File: config.mk
export PLATFORM = sky130hd
export DESIGN_NAME = exception_unit
export DESIGN_NICKNAME = d
export VERILOG_FILES = /design/src/rtl/exc_pkg.sv /design/src/rtl/exc_prio_enc.sv /design/src/rtl/exception_unit.sv
export SDC_FILE = /design/constraint.sdc
export NUM_CORES = 1
export LEC_CHECK = 0
export CORE_AREA = 4 4 41 43
export DETAILED_ROUTE_END_ITERATION = 16
export DIE_AREA = 0 0 45 47
export GPL_TIMING_DRIVEN = 0
export PLACE_DENSITY = 0.85
export SLEW_MARGIN = 0
export SYNTH_ARGS = -nofsm -noshare
export SYNTH_HDL_FRONTEND = slang
export SYNTH_SLANG_ARGS = --single-unit
File: constraint.sdc
create_clock -name clk -period 2.4 [get_ports clk]
set_input_delay 0.48 -clock clk [delete_from_list [all_inputs] [get_ports clk]]
set_output_delay 0.48 -clock clk [all_outputs]
set_load 0.01 [all_outputs]
File: src/rtl/exc_pkg.sv
// Shared types and cause-code constants for the exception unit.
package exc_pkg;

  typedef enum logic [1:0] {
    ST_IDLE    = 2'd0,
    ST_PEND    = 2'd1,
    ST_HANDLER = 2'd2
  } exc_state_e;

  localparam int ESTATUS_NONE     = 0;
  localparam int ESTATUS_INVOP    = 1;
  localparam int ESTATUS_IRQ_BASE = 2;

endpackage

File: src/rtl/exc_prio_enc.sv
// Lowest-index-wins priority encoder over an N-bit request vector.
module exc_prio_enc #(
  parameter int N     = 4,
  parameter int IDX_W = (N > 1) ? $clog2(N) : 1
) (
  input  logic [N-1:0]     vec_i,
  output logic             valid_o,
  output logic [IDX_W-1:0] idx_o
);

  // Scan from the top so the lowest set bit is the last writer.
  always_comb begin
    valid_o = 1'b0;
    idx_o   = '0;
    for (int i = N - 1; i >= 0; i--) begin
      if (vec_i[i]) begin
        valid_o = 1'b1;
        idx_o   = IDX_W'(i);
      end
    end
  end

endmodule

File: src/rtl/exception_unit.sv
// Exception/interrupt sequencer: IDLE -> PEND -> HANDLER with latched cause.
// Optional acknowledge timeout enabled by defining EXC_TIMEOUT_EN.
module exception_unit
  import exc_pkg::*;
#(
  parameter int N_IRQ     = 4,
  parameter int ESTATUS_W = 4,
  parameter int TIMEOUT   = 16
) (
  input  logic                 clk,
  input  logic                 reset,
  input  logic [N_IRQ-1:0]     ExtIRQ,
  input  logic [N_IRQ-1:0]     IrqMask,
  input  logic                 NotAnInstr,
  input  logic                 ExcAck,
  input  logic                 ERet,
  output logic                 Exc,
  output logic [N_IRQ-1:0]     ExtIAck,
  output logic [ESTATUS_W-1:0] EStatus,
  output logic                 InHandler,
  output logic [N_IRQ-1:0]     Pending
`ifdef EXC_TIMEOUT_EN
  ,
  output logic                 TimeoutErr
`endif
);

  localparam int IDX_W = (N_IRQ > 1) ? $clog2(N_IRQ) : 1;

  if (N_IRQ < 1 || N_IRQ > 8) begin : g_bad_nirq
    $error("exception_unit: N_IRQ must be 1..8");
  end
  if ((2 ** ESTATUS_W) < N_IRQ + 2) begin : g_bad_esw
    $error("exception_unit: ESTATUS_W too narrow for N_IRQ+2 codes");
  end
  if (TIMEOUT < 1) begin : g_bad_to
    $error("exception_unit: TIMEOUT must be >= 1");
  end

  exc_state_e           state_q;
  logic [ESTATUS_W-1:0] estatus_q;
  logic [N_IRQ-1:0]     pending_q, pending_d;
  logic [N_IRQ-1:0]     req_vec;
  logic                 req_vld;
  logic [IDX_W-1:0]     req_idx;

  assign req_vec = (pending_q | ExtIRQ) & IrqMask;

  exc_prio_enc #(.N(N_IRQ), .IDX_W(IDX_W)) u_prio (
    .vec_i  (req_vec),
    .valid_o(req_vld),
    .idx_o  (req_idx)
  );

  // Ack targets only the latched IRQ cause; an invalid-opcode cause never matches.
  always_comb begin
    ExtIAck = '0;
    for (int i = 0; i < N_IRQ; i++)
      ExtIAck[i] = ExcAck && (state_q == ST_PEND) &&
                   (estatus_q == ESTATUS_W'(ESTATUS_IRQ_BASE + i));
  end

  assign pending_d = (pending_q | ExtIRQ) & ~ExtIAck;

`ifdef EXC_TIMEOUT_EN
  localparam int CNT_W = $clog2(TIMEOUT + 1);
  logic [CNT_W-1:0] cnt_q;
  logic             terr_q;
  assign TimeoutErr = terr_q;
`endif

  always_ff @(posedge clk) begin
    if (reset) begin
      state_q   <= ST_IDLE;
      estatus_q <= '0;
      pending_q <= '0;
`ifdef EXC_TIMEOUT_EN
      cnt_q     <= '0;
      terr_q    <= 1'b0;
`endif
    end else begin
      pending_q <= pending_d;
`ifdef EXC_TIMEOUT_EN
      terr_q    <= 1'b0;
`endif
      case (state_q)
        ST_IDLE: begin
`ifdef EXC_TIMEOUT_EN
          cnt_q <= '0;
`endif
          if (NotAnInstr) begin
            state_q   <= ST_PEND;
            estatus_q <= ESTATUS_W'(ESTATUS_INVOP);
          end else if (req_vld) begin
            state_q   <= ST_PEND;
            estatus_q <= ESTATUS_W'(ESTATUS_IRQ_BASE) + ESTATUS_W'(req_idx);
          end
        end
        ST_PEND: begin
          if (ExcAck) begin
            state_q <= ST_HANDLER;
          end
`ifdef EXC_TIMEOUT_EN
          else if (cnt_q == CNT_W'(TIMEOUT - 1)) begin
            state_q   <= ST_IDLE;
            estatus_q <= ESTATUS_W'(ESTATUS_NONE);
            terr_q    <= 1'b1;
            cnt_q     <= '0;
          end else begin
            cnt_q <= cnt_q + 1'b1;
          end
`endif
        end
        ST_HANDLER: begin
          if (ERet) begin
            state_q   <= ST_IDLE;
            estatus_q <= ESTATUS_W'(ESTATUS_NONE);
          end
        end
        default: begin
          state_q   <= ST_IDLE;
          estatus_q <= '0;
        end
      endcase
    end
  end

  assign Exc       = (state_q == ST_PEND);
  assign InHandler = (state_q == ST_HANDLER);
  assign EStatus   = estatus_q;
  assign Pending   = pending_q;

endmodule

Figure 1. Clock distribution (run 1).
(10 px per um)
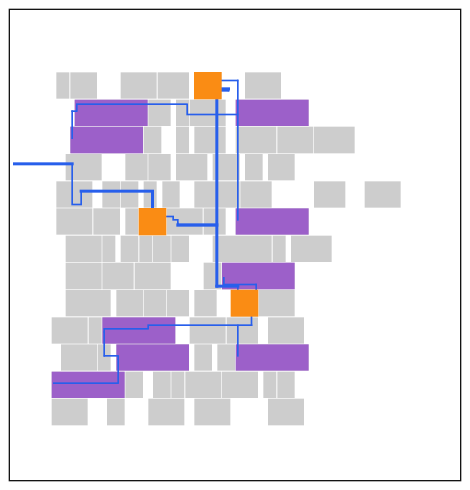
[clock wires] blue | length: 135 um
[flip-flops] purple | count: 9
[clock-net drivers] orange | count: 3
routed clock nets: 4

Figure 2. Clock nets (run 1).
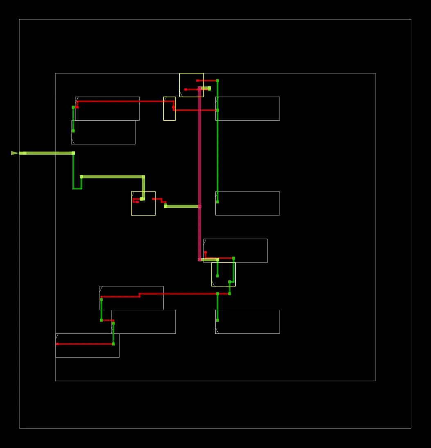
# clock sinks: 9
clk pwr: 0.121 mW
Setup Skew: 0.00162 ns
Flop Count: 9

Figure 3. Routed metal, one color a layer (run 1).
(6 px per um) Only two layers are drawn.
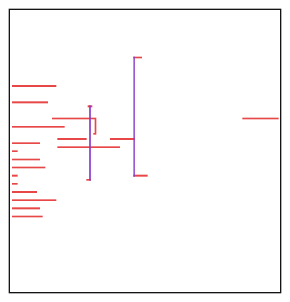
| layer | color | wire length |
|---|---|---|
| M3 | red | 95.7 um |
| M4 | purple | 32.0 um |

==> run summary, run 1 <==
flow finished, numbers: status completed, post-CTS setup buffer count 0, Core Util, Final between 60% and 70%, Multiplexer share 0%, cts hold-fix bufs 0, clock network area share 3.33%, fp_density between 30% and 40%, CTS H-tree lvls 1, Top cells excl fill/tap clkdlybuf4s50_1, dfxtp_1, nor3_1, WL/cell around 14 um, post-synthesis sequential area ratio between 30% and 40%, drt initial violations 25, Setup-failing EPs final 0, reg2reg end EStatus[0], Largest delay share family, worst path buffers and inverters, Fill cells roughly 130, Well Taps 15, Die X 45 um, f_max 0.423 GHz, layout cells sized above 1 19.3%, Final min period about 2.4 ns, TritonCTS Buffers 3, Yosys Chip Area slightly below 500 sq um, worst setup path startpoint ExcAck, Levels on crit path 4, buffer share of cell area 35.7%, setup TNS 0 ns, top cells, area dfxtp_1, nor3_1, a31oi_1, Sequential Power Share 41.9%, die area 2120 sq um, Hold Path Stages 2, Most Crowded Layer GR met2, Reg clk slew, reported paths 0.06 ns, Seq/total area between 20% and 30%, # Cells Yosys just under 60, Max Slew Vio Count 0, clock tree root driver cell clkbuf_4, most instantiated logic cell after routing clkdlybuf4s50_1, Top Layer Used met4, cycle use final 98.6%, GPL Wtd Cong about 0.83, worst-path maximum fanout 4, Seq. pwr 0.172 mW, Top-Level Pins 27, vias per cell 5.36, fin area slightly below 800 sq um, Floorplan Nets between 70 and 80, LEAKAGE about 0.34 nW, comb pwr roughly 0.12 mW, met2 Use GR about 26%, met1 usage between 10% and 20%, Peak supply drop approximately 0.27 mV, HP Start Pending[1], largest net degree at the start of global routing 11, Clock Latency Late Sink 0.27 ns, first-pass GRT wire length about 2200 um, placed cell count between 90 and 100, leading area contributor after synthesis dfxtp_1, Non-clk invs 2, tool warnings 27, reg-to-reg critical path startpoint state_q[1], Mapped Area 487 sq um, Largest register FFs 4, DRC viols 0, initial antenna violation count 0, crit path kind in -> out, worst-case clock buffer depth 2, PwrDens 521 nW/um^2, Avg Cell Area, Syn 8.25 sq um, Flop area about 180 sq um, slowest stage delay, CP approximately 0.54 ns, area share, top type between 30% and 40%, Detail Route Antenna Nets 0, hold_ws roughly 0.49 ns, CTS tree yes, combinational gate area 275 sq um, Metal-1 WL around 540 um, Combinational Power Share roughly 29%, drt pass-1 iters 4, metal3 WL around 95 um, Worst Setup EP ExtIAck[1], clock share of power a little under 30%, total grt overflow 0, FF-to-FF path depth 5, # port buffers 24, CP Launch Type input port, CTS resizes 3, FF-to-FF setup slack about 1.1 ns, AO/OA Area Share a little over a fifth, logic share of the area a little over a third, maxcap violations 0, DP Area 746 sq um, Std-Cell Core Area roughly 1300 sq um, simple share 32.6%, slowest library cell on the worst path clkdlybuf4s50_1, overall global routing resource usage 14.3%, Pwr Total 0.411 mW, DR WL met2 approximately 730 um, Adder Share, Synth 0%, P&R area growth vs syn 62.2%, switch share 29.0%, vias in the first global route between 500 and 600, #FFs+latches synth 9
==> run 1: cells in the mapped netlist <==
| master | n |
|---|---|
| a211o_1 | 1 |
| a21oi_1 | 3 |
| a31oi_1 | 4 |
| and2b_2 | 1 |
| and3_1 | 1 |
| buf_4 | 1 |
| buf_6 | 2 |
| clkbuf_1 | 1 |
| conb_1 | 1 |
| dfxtp_1 | 9 |
| inv_1 | 2 |
| nand2_1 | 3 |
| nand2_2 | 1 |
| nand2b_1 | 1 |
| nand3b_1 | 1 |
| nand4b_1 | 2 |
| nor2_1 | 6 |
| nor3_1 | 7 |
| nor3_2 | 1 |
| o21a_1 | 1 |
| o21ai_0 | 3 |
| o21ai_1 | 3 |
| o32ai_2 | 1 |
| or2b_2 | 1 |
| or3_2 | 1 |
| or3b_4 | 1 |
==> run 2: changes to the inputs <==
- CORE_AREA: 4 4 41 43 -> 2 2 39 41
- DIE_AREA: 0 0 45 47 -> 0 0 41 43
Figure 4. Routed metal, one color a layer (run 2).
(6 px per um) Only two layers are drawn.
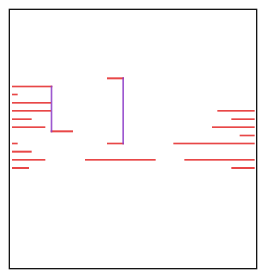
| layer | color | wire length |
|---|---|---|
| M4 | purple | 18.4 um |
| M3 | red | 106 um |

==> run summary, run 2 <==
flow finished, numbers: Final min period between 2 and 2.5 ns, Detail Route Antenna Nets 0, HP Start Pending[3], LEAKAGE between 0.3 and 0.4 nW, Reg clk slew, reported paths 0.06 ns, cts hold-fix bufs 0, PwrDens about 520 nW/um^2, fp_density approximately a third, Top-Level Pins 27, clock tree root driver cell clkbuf_4, drt initial violations 9, Setup-failing EPs final 0, # clock sinks 9, Yosys Chip Area a little under 500 sq um, layout cells sized above 1 17.2%, Combinational Power Share 28.3%, post-synthesis sequential area ratio between 30% and 40%, Multiplexer share 0%, Peak supply drop approximately 0.34 mV, WL/cell between 10 and 15 um, Metal-1 WL approximately 530 um, die area ~1800 sq um, clock share of power between 20% and 30%, AO/OA Area Share a little over a fifth, Pwr Total just over 0.4 mW, placed cell count 99, vias per cell around 5.3, metal3 WL about 110 um, Seq. pwr between 0.15 and 0.2 mW, Adder Share, Synth 0%, CP Launch Type input port, fin area a little under 800 sq um, reg-to-reg critical path startpoint state_q[1], f_max 0.426 GHz, tool warnings 27, Top cells excl fill/tap clkdlybuf4s50_1, dfxtp_1, nor3_1, CTS resizes 2, Synth top cell by count dfxtp_1, cycle use final 97.9%, post-CTS setup buffer count 0, top cells, area dfxtp_1, nor3_1, a31oi_1, main flop type dfxtp_1, simple share 32.6%, Setup Skew roughly 0.0057 ns, # Cells Yosys about 59, reg2reg end EStatus[0], Fill cells around 130, status completed, Max Slew Vio Count 0, FF-to-FF setup slack 1.07 ns, vias in the first global route 455, DP HPWL just over 900 um, Mapped Area a little under 500 sq um, hold_ws roughly 0.5 ns, worst setup path startpoint ExcAck, Std-Cell Core Area around 1400 sq um, CTS H-tree lvls 1, switch share about 29%, leading area contributor after synthesis dfxtp_1, maxcap violations 0, GPL Wtd Cong approximately 0.79, DRC viols 0, Top Layer Used met4, initial antenna violation count 0, Synth top cells by count dfxtp_1, nor3_1, nor2_1, DR WL met2 558 um, Largest register FFs 4, Async S/R FF share, synth 0%, TritonCTS Buffers 3, met2 Use GR between 20% and 30%, comb pwr 0.116 mW, # port buffers 24, area share, top type around 37%, Most Crowded Layer GR met2, Clock Latency Late Sink between 0.2 and 0.3 ns, clk pwr between 0.1 and 0.15 mW, setup TNS 0 ns, most instantiated logic cell after routing clkdlybuf4s50_1, Die X about 40 um, largest net degree at the start of global routing 11, EDFF count, synth 0, worst-case clock buffer depth 2, met1 usage 19.2%, overall global routing resource usage 15.5%, P&R area growth vs syn 61.2%, first-pass GRT wire length 1890 um, DP Area ~750 sq um, Hold Path Stages 2
Figure 5. Gate-type map (run 2).
(8 px per um)
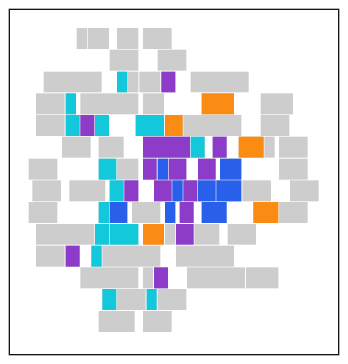
| family | color | cells |
|---|---|---|
| nand cells | blue | 8 |
| and/or cells | orange | 5 |
| nor cells | cyan | 14 |
| aoi and oai cells | purple | 14 |

-- run 2: cell counts after synthesis --
Identical to the previous run, type by type.
-- run 2: layout make-up --
type | count | area, sq um | share of cell area (%)
tap | 16 | 20.0 | 2.55
buffer | 4 | 33.8 | 4.31
sequential | 9 | 180 | 23.0
multi-input combinational | 44 | 273 | 34.8
timing repair buffer | 24 | 244 | 31.1
inverter | 2 | 7.51 | 0.957
clock buffer | 4 | 26.3 | 3.35
-- run 2: critical path, cell delays in order --
cell	delay (ns)
clkdlybuf4s50_1	0.52
nand4b_1	0.18
nor2_2	0.14
clkdlybuf4s50_1	0.54
==> run 3: changes to the inputs <==
- CAP_MARGIN: default -> 30
Figure 6. Clock distribution (run 3).
(12 px per um)
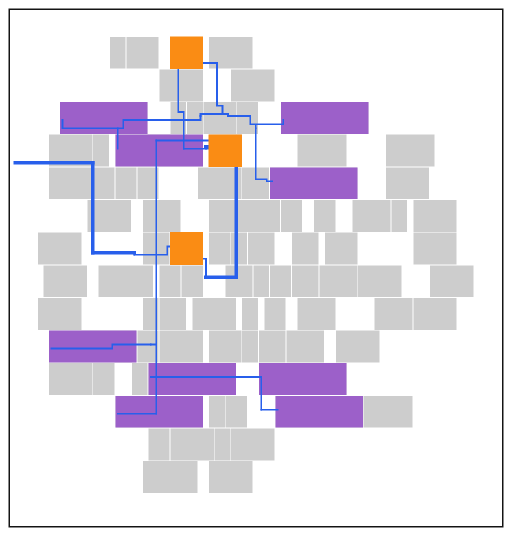
[clock wires] blue | length: 142 um
[flip-flops] purple | count: 9
[clock-net drivers] orange | count: 3
routed clock nets: 4

==> run summary, run 3 <==
flow finished, numbers: initial antenna violation count 0, WL/cell about 12 um, GPL Wtd Cong between 0.7 and 0.8, Reg clk slew, reported paths around 0.060 ns, comb pwr approximately 0.12 mW, Peak supply drop roughly 0.34 mV, total grt overflow 0, CTS tree yes, setup TNS 0 ns, area share, top type a little under two fifths, cts hold-fix bufs 0, fp_density between 30% and 40%, Final min period 2.35 ns, Max Slew Vio Count 0, Synth top cells by count dfxtp_1, nor3_1, nor2_1, post-CTS setup buffer count 0, drt pass-1 iters 4, Setup-failing EPs final 0, CTS H-tree lvls 1, CTS resizes 2, Mapped Area about 490 sq um, Top-Level Pins 27, P&R area growth vs syn 61.2%, EDFF count, synth 0, FF-to-FF path depth 5, vias per cell 5.25, Detail Route Antenna Nets 0, status completed, Avg Cell Area, Syn between 8 and 9 sq um, DR WL met2 558 um, met1 usage 19.2%, CP Launch Type input port, layout cells sized above 1 roughly 17%, PwrDens 521 nW/um^2, worst-path maximum fanout 4, Sequential Power Share 42.0%, DP HPWL between 900 and 1000 um, # clock sinks 9, # Cells Yosys 59, top cells, area dfxtp_1, nor3_1, a31oi_1, Fill cells between 100 and 150, worst setup path startpoint ExcAck, Combinational Power Share approximately 28%, Seq. pwr approximately 0.17 mW, Yosys Chip Area around 500 sq um, Top Layer Used met4, switch share between 20 and 30%, Synth top cell by count dfxtp_1, main flop type dfxtp_1, placed cell count 99, Std-Cell Core Area 1380 sq um, #FFs+latches synth 9, Core Util, Final between 50% and 60%, DRC viols 0, worst-case clock buffer depth 2, DP Area between 700 and 800 sq um, maxcap violations 0, Metal-1 WL roughly 530 um, Largest register FFs 4, # port buffers 24, hold_ws roughly 0.49 ns, die area about 1800 sq um, clk pwr approximately 0.12 mW
Figure 7. Clock nets (run 3).
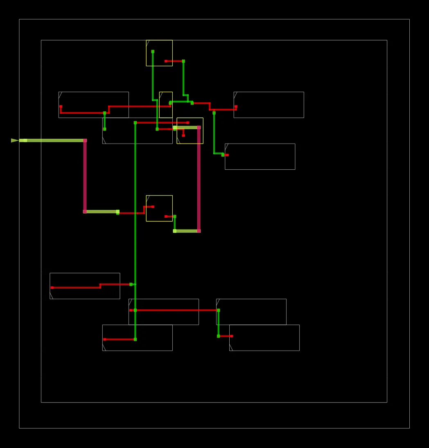
Clock Latency Late Sink: 0.27 ns
clock buffer count: 4
Setup Skew: 0.00565 ns
TritonCTS Buffers: 3

[run 3: cell counts after synthesis]
No cell type changed its count.
[run 3: cell type report]
cell class | count | area (sq um) | area share (%)
Multi-Input combinational cell | 44 | 273 | 34.8
Timing Repair Buffer | 24 | 244 | 31.1
Sequential cell | 9 | 180 | 23.0
Buffer | 4 | 33.8 | 4.31
Clock buffer | 4 | 26.3 | 3.35
Tap cell | 16 | 20.0 | 2.55
Inverter | 2 | 7.51 | 0.957
[run 3: worst max-delay path, cell delays in order]
cell,delay [ns]
clkdlybuf4s50_1,0.52
nand4b_1,0.18
nor2_2,0.14
clkdlybuf4s50_1,0.54
[run 3: kinds of logic after synthesis]
logic type	Yosys count	synth area share [%]
flops	9	37.0
other cells	1	0.770
buf+inv	6	8.48
simple gates	27	32.7
compound gates	16	21.1
Power figures rest on the tool's default switching activity, not on a simulated workload.
